## src/rtl/falafel_resp_router.sv

```systemverilog
// Response router: pops {id, data} entries from a first-word-fall-through FIFO and
// presents each on the response port selected by its id, with a valid/ready handshake.
module falafel_resp_router #(
    parameter int NUM_RESP_PORTS = 1,
    parameter int DATA_W         = 64,
    parameter int MSG_ID_SIZE    = 8
) (
    input  logic                             clk_i,
    input  logic                             rst_ni,
    input  logic                             fifo_empty_i,
    output logic                             fifo_read_o,
    input  logic [MSG_ID_SIZE+DATA_W-1:0]    fifo_dout_i,
    output logic [NUM_RESP_PORTS-1:0]        rsp_val_o,
    input  logic [NUM_RESP_PORTS-1:0]        rsp_rdy_i,
    output logic [NUM_RESP_PORTS*DATA_W-1:0] rsp_data_o,
    output logic [15:0]                      sent_cnt_o,
    output logic [15:0]                      drop_cnt_o,
    output logic                             err_o
);

    // Wide enough to hold both any id and the port count (up to 255) without truncation.
    localparam int CMP_W = (MSG_ID_SIZE > 9) ? MSG_ID_SIZE : 9;
    localparam logic [CMP_W-1:0] PORTS_W = CMP_W'(NUM_RESP_PORTS);

    typedef enum logic {
        IDLE = 1'b0,
        SEND = 1'b1
    } state_t;

    state_t state;

    logic [MSG_ID_SIZE-1:0]           pop_id;
    logic [DATA_W-1:0]                pop_data;
    logic [CMP_W-1:0]                 pop_id_w;
    logic                             id_ok;
    logic                             handshake;
    logic                             pop;
    logic [NUM_RESP_PORTS-1:0]        val_d;
    logic [NUM_RESP_PORTS*DATA_W-1:0] data_d;

    assign pop_id   = fifo_dout_i[MSG_ID_SIZE+DATA_W-1 -: MSG_ID_SIZE];
    assign pop_data = fifo_dout_i[DATA_W-1:0];
    assign pop_id_w = CMP_W'(pop_id);
    assign id_ok    = (pop_id_w < PORTS_W);

    // Only the selected lane is ever valid, so the handshake is a simple reduction.
    assign handshake = (state == SEND) && (|(rsp_val_o & rsp_rdy_i));

    // The FIFO is popped in the same cycle a response completes, keeping one per cycle.
    assign pop = rst_ni && !fifo_empty_i && ((state == IDLE) || handshake);
    assign fifo_read_o = pop;

    always_comb begin
        val_d  = '0;
        data_d = '0;
        for (int p = 0; p < NUM_RESP_PORTS; p++) begin
            if (pop_id_w == CMP_W'(p)) begin
                val_d[p]                  = 1'b1;
                data_d[p*DATA_W +: DATA_W] = pop_data;
            end
        end
    end

    always_ff @(posedge clk_i) begin
        if (!rst_ni) begin
            state      <= IDLE;
            rsp_val_o  <= '0;
            rsp_data_o <= '0;
            sent_cnt_o <= '0;
            drop_cnt_o <= '0;
            err_o      <= 1'b0;
        end else begin
            if (pop) begin
                if (id_ok) begin
                    state      <= SEND;
                    rsp_val_o  <= val_d;
                    rsp_data_o <= data_d;
                end else begin
                    state      <= IDLE;
                    rsp_val_o  <= '0;
                    rsp_data_o <= '0;
                    err_o      <= 1'b1;
                    if (drop_cnt_o != 16'hFFFF) begin
                        drop_cnt_o <= drop_cnt_o + 16'd1;
                    end
                end
            end else if (handshake) begin
                state      <= IDLE;
                rsp_val_o  <= '0;
                rsp_data_o <= '0;
            end

            if (handshake && (sent_cnt_o != 16'hFFFF)) begin
                sent_cnt_o <= sent_cnt_o + 16'd1;
            end
        end
    end

endmodule

```

## config.mk

```make
export PLATFORM = sky130hd
export DESIGN_NAME = falafel_resp_router
export DESIGN_NICKNAME = d
export VERILOG_FILES = /design/src/rtl/falafel_resp_router.sv
export SDC_FILE = /design/constraint.sdc
export NUM_CORES = 1
export LEC_CHECK = 0
export CORE_AREA = 10 10 108 110
export DETAILED_ROUTE_END_ITERATION = 10
export DIE_AREA = 0 0 118 120
export MAX_ROUTING_LAYER = met4
export PLACE_DENSITY = 0.78
export SKIP_LAST_GASP = 1
export SLEW_MARGIN = 20
export SYNTH_ARGS = -nofsm -noshare
export SYNTH_HDL_FRONTEND = slang
export SYNTH_SLANG_ARGS = --single-unit
```

## constraint.sdc

```tcl
create_clock -name clk_i -period 2.1 [get_ports clk_i]
set_input_delay 0.525 -clock clk_i [delete_from_list [all_inputs] [get_ports clk_i]]
set_output_delay 0.525 -clock clk_i [all_outputs]
set_load 0.02 [all_outputs]
```

### Where the registers sit

Scale bar: 20 um. Other sequential cells in the stronger gray, the rest of the logic in the fainter gray.
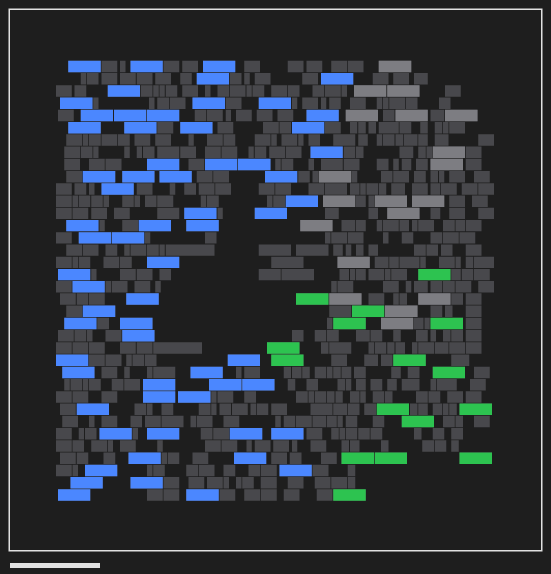
Green is `sent_cnt_o`, sequential cells 16. Blue is `rsp_data_o`, sequential cells 64.

### Close-up of the layout

Scale bar: 10 um. Region (17, 18) to (42, 43) um. Cells in gray, sequential cells in the stronger gray; small squares are vias.
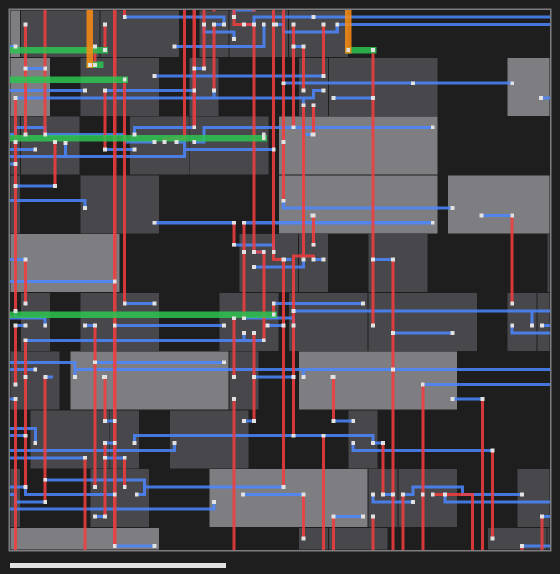
Green is met3. Orange is met4. Blue is met1. Red is met2.
Netlist names of flops here include `rsp_data_o` (7). Sequential cells in the window: 7. Most frequent: nor2_1 (10), a22oi_1 (9), clkdlybuf4s50_1 (9). 38 logic cells have their middle in the window.

==> results.py <==
# Flow results
metrics = {
    "synthesis": {
        "synthXorXnorAreaFrac_pct": 0,
        "post_synth_mux_area_share_pct": 2.85,
        "nets_in_the_synthesized_netlist": 500,
        "yosysCellCount": 422,
        "most_frequent_cell_after_synthesis": "dfxtp_1",
        "post_synth_inst_count": 422,
        "ys_top_logic_family": "AND-OR/OR-AND gates",
        "synth_sequential_area_ratio_pct": 51.4,
        "synth-edff-count": 0,
        "post_synth.cell_area_avg_um2": 9.14,
        "synth_top_area_share_pct": 51.4,
        "synth_async_sr_flop_share_pct": 0,
        "yosys.area.top_type": "dfxtp_1",
        "synth.area.top_cells": "dfxtp_1 51%, a22oi_1 12%, nor2_1 6.9%",
        "yosys-stat-area_um2": 3860,
        "synth.yosys.warnings": 0,
        "syn-cell-area_um2": 3860,
        "postSynthRegisterBits": 99,
        "yosys.area_share.adder_pct": 0.649,
        "compound_area_share_pct": 20.6,
        "ff_type": "dfxtp_1",
        "post_synth_and_or_nand_nor_area_fraction_pct": 20.4,
    },
    "critical_path": {
        "worst_path_arrival_ps": 2320,
        "critPathMaxFanout": 5,
        "worstSetupPathType": "primary input to flip-flop",
        "critical_path.endpoint_type": "flip-flop",
        "worstPathBufferInverterCount": 1,
        "crit_chain": "clkdlybuf4s50_1 > nand3_1 > or3_4 > or4_1 > a21oi_1",
        "worstSetupPathDepth": 5,
        "reg2reg_depth": 5,
        "path_delay_family": "simple AND/OR/NAND/NOR gates",
        "worst_setup_path_start_kind": "primary input",
        "cell_with_the_largest_stage_delay_on_the_worst_path": "clkdlybuf4s50_1",
    },
    "final_timing": {
        "tns_ps": 0,
        "setup-violations-final": 0,
        "grt_setup_unrepaired": "yes",
        "timing.hold.ws_ps": 487,
        "final-max-slew-violation-count": 0,
        "clock.fmax_mhz": 492,
        "layout_setup_ws_ps": 66.0,
        "min_period_ps": 2030,
        "final-hold-violation-count": 0,
        "max_slew_margin_pct": 67.3,
        "final.setup_skew_ps": 9.07,
        "final_worst_path_period_share_pct": 96.9,
    },
    "drt": {
        "final_antenna_violating_net_count": 0,
        "wl_met2_um": 5950,
        "first_pass_iteration_count_of_the_detailed_router": 5,
        "wl_met3_um": 931,
        "via_count": 3935,
        "detail_route.drc_violations": 0,
        "top_metal_layer_carrying_routed_signals": "met4",
        "drt_wl_total_um": 12500,
        "initialDrtViolationCount": 272,
        "routedLengthMet1_um": 5340,
        "route.detailed.vias_per_inst": 5.32,
    },
    "die": {
        "die_w_um": 118,
        "pin_count": 175,
        "initial_utilization_pct": 40.4,
        "die_h_um": 120,
        "chipArea_um2": 14200,
    },
    "cells_and_area": {
        "flop_area_um2": 1980,
        "layout-drive-gt1-share_pct": 9.23,
        "num-fill-cells": 788,
        "n_antenna_cell": 0,
        "logic_area_um2": 1740,
        "design_area_um2": 6140,
        "areaGrowthSynthToFinish_pct": 59.2,
        "fin_nets": 680,
    },
    "clock_network": {
        "cts_hold_repair.buffers": 0,
        "cts.sink_count": 99,
        "cts.root.buffer_cell": "clkbuf_8",
        "clk_path_buf_depth": 2,
        "clock.latency.late_pin_ps": 350,
        "worst_setup_hold_path_clk_slew_ps": 90,
        "cts-buffers-inserted": 9,
    },
    "place": {
        "dpl.hpwl_um": 9150,
        "total_of_buffers_placed_on_input_and_output_ports": 174,
        "place_worst_setup_slack_ps": -371,
        "post_placement_cell_area_um2": 5880,
        "gp_routability_congestion": 0.818,
    },
    "power_and_ir_drop": {
        "power-per-cell-area_nw_per_um2": 575,
        "total_leakage_power_nw": 2.06,
        "vdd_ir_max_mv": 0.346,
    },
    "global_route": {
        "largest_net_degree_at_the_start_of_global_routing": 45,
        "first_pass_grt_wire_length_um": 19700,
        "grt_pass1_vias": 3911,
        "antenna_found_initial": 0,
        "grt.overflow.total": 0,
    },
    "run": {
        "maxCapViolations": 0,
        "openroad_warning_count": 27,
    },
    "min_path": {
        "class_of_the_worst_hold_path": "flip-flop to flip-flop",
    },
    "outcome": {
        "run_status": "finished clean",
    },
}
### Routing congestion map

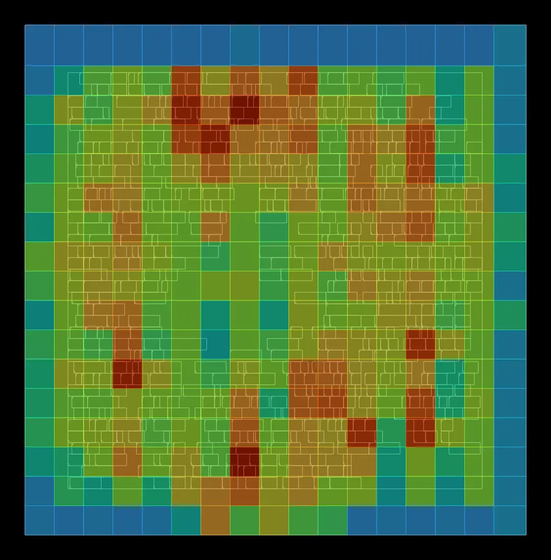
total routing usage reported by global routing: 17.1%
M1 GR Usage: 19.0%
met2 usage in global routing: 27.4%
average routed wire per standard cell: 16.9 um
utilization after layout: 64.3%

### Nets reached from selected ports

Scale bar: 20 um.
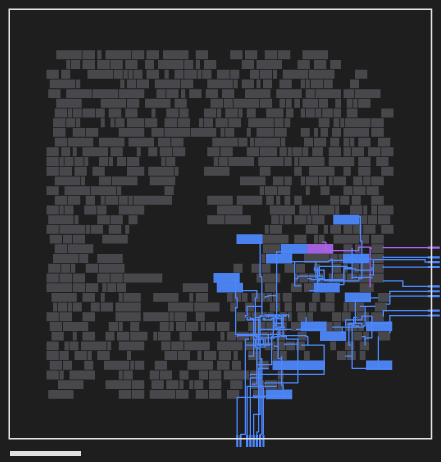
Blue is `sent_cnt_o`, bits 16, direction output, edge 8 right, 8 bottom, end cells 16, buffers 16, wire 956 um. Purple is `rsp_val_o`, bits 1, direction output, edge right, end cells 1, buffers 1, wire 41.2 um.

## kinds of logic (layout without fill, tap and decap cells)
| family | Yosys count | after routing |
|---|---|---|
| AND/OR/NAND/NOR | 159 | 159 |
| multiplexers | 11 | 11 |
| flip-flops | 99 | 99 |
| adder cells (fa/ha/maj) | 2 | 2 |
| AND-OR/OR-AND | 112 | 112 |
| buffers and inverters | 39 | 224 |
## worst reg2reg max path: stages, from the launching register on
cell	delay, ps
dfxtp_1	380
ha_1	230
and4_1	240
and4_2	320
or4_1	500
a21oi_1	140
## routing by layer
layer	global-route usage, %	up-vias
met1	19.0	1861
met5	-	-
met4	7.26	0
met2	27.4	130
li1	-	1922
met3	6.19	22
## sequential cells by signal, summed over array words and instances (netlist names)
name / count
rsp_val_o: 1
err_o: 1
sent_cnt_o: 16
rsp_data_o: 64
state: 1
drop_cnt_o: 16
## final timing paths
kind	from	endpoint	slack (ps)
hold reg to reg	drop_cnt_o[7]$_SDFFE_PN0P_	drop_cnt_o[7]$_SDFFE_PN0P_	490
setup / recovery	rsp_rdy_i	sent_cnt_o[14]$_SDFFE_PN0P_	70
setup reg to reg	drop_cnt_o[1]$_SDFFE_PN0P_	drop_cnt_o[5]$_SDFFE_PN0P_	220
hold / removal	drop_cnt_o[7]$_SDFFE_PN0P_	drop_cnt_o[7]$_SDFFE_PN0P_	490
## cell type report
type	instances	share of cell area, %
repair buffers	202	32.5
well taps	133	2.71
clock buffers	11	2.47
flip-flops and latches	99	32.3
clock inverters	5	1.39
inverters	6	0.367
multi-input cells	284	28.3
## through the flow
stage | power [W] | instances
final | 0.00353 | 740
after global routing | 0.00367 | 740
after CTS | 0.00357 | 739
after detailed placement | 0.00219 | 723
after global placement | 0.00218 | 723
after floorplan | 0.00200 | 422
## layout by cell type, fill, tap and decap left out, types with 3 or more instances in the layout
cell / n
a22oi_1: 64
o41ai_1: 3
nor4_1: 10
inv_1: 5
nor2_1: 71
a21oi_1: 17
nand4_1: 6
and3_1: 3
dfxtp_1: 99
nand2b_1: 4
buf_4: 24
clkdlybuf4s50_1: 173
o21ai_0: 6
or3_1: 5
and4_1: 4
nand2_1: 23
clkbuf_8: 11
buf_12: 4
or4_1: 10
o31ai_1: 12
nand3_1: 10
mux2i_1: 11
o311ai_0: 3
## timing repair
action                                  in CTS  in global routing
pin swaps                                    1                  1
gates resized                                2                  6
setup buffers                                0                  1
endpoints found under the setup margin       1                 18
## power breakdown
group	switching [W]	leakage, nW	internal, W
clock network	0.000647	0.116	0.000740
registers	0.00000324	0.797	0.00188
logic	0.0000994	1.15	0.000161
Power is estimated from default activity; no workload was simulated.
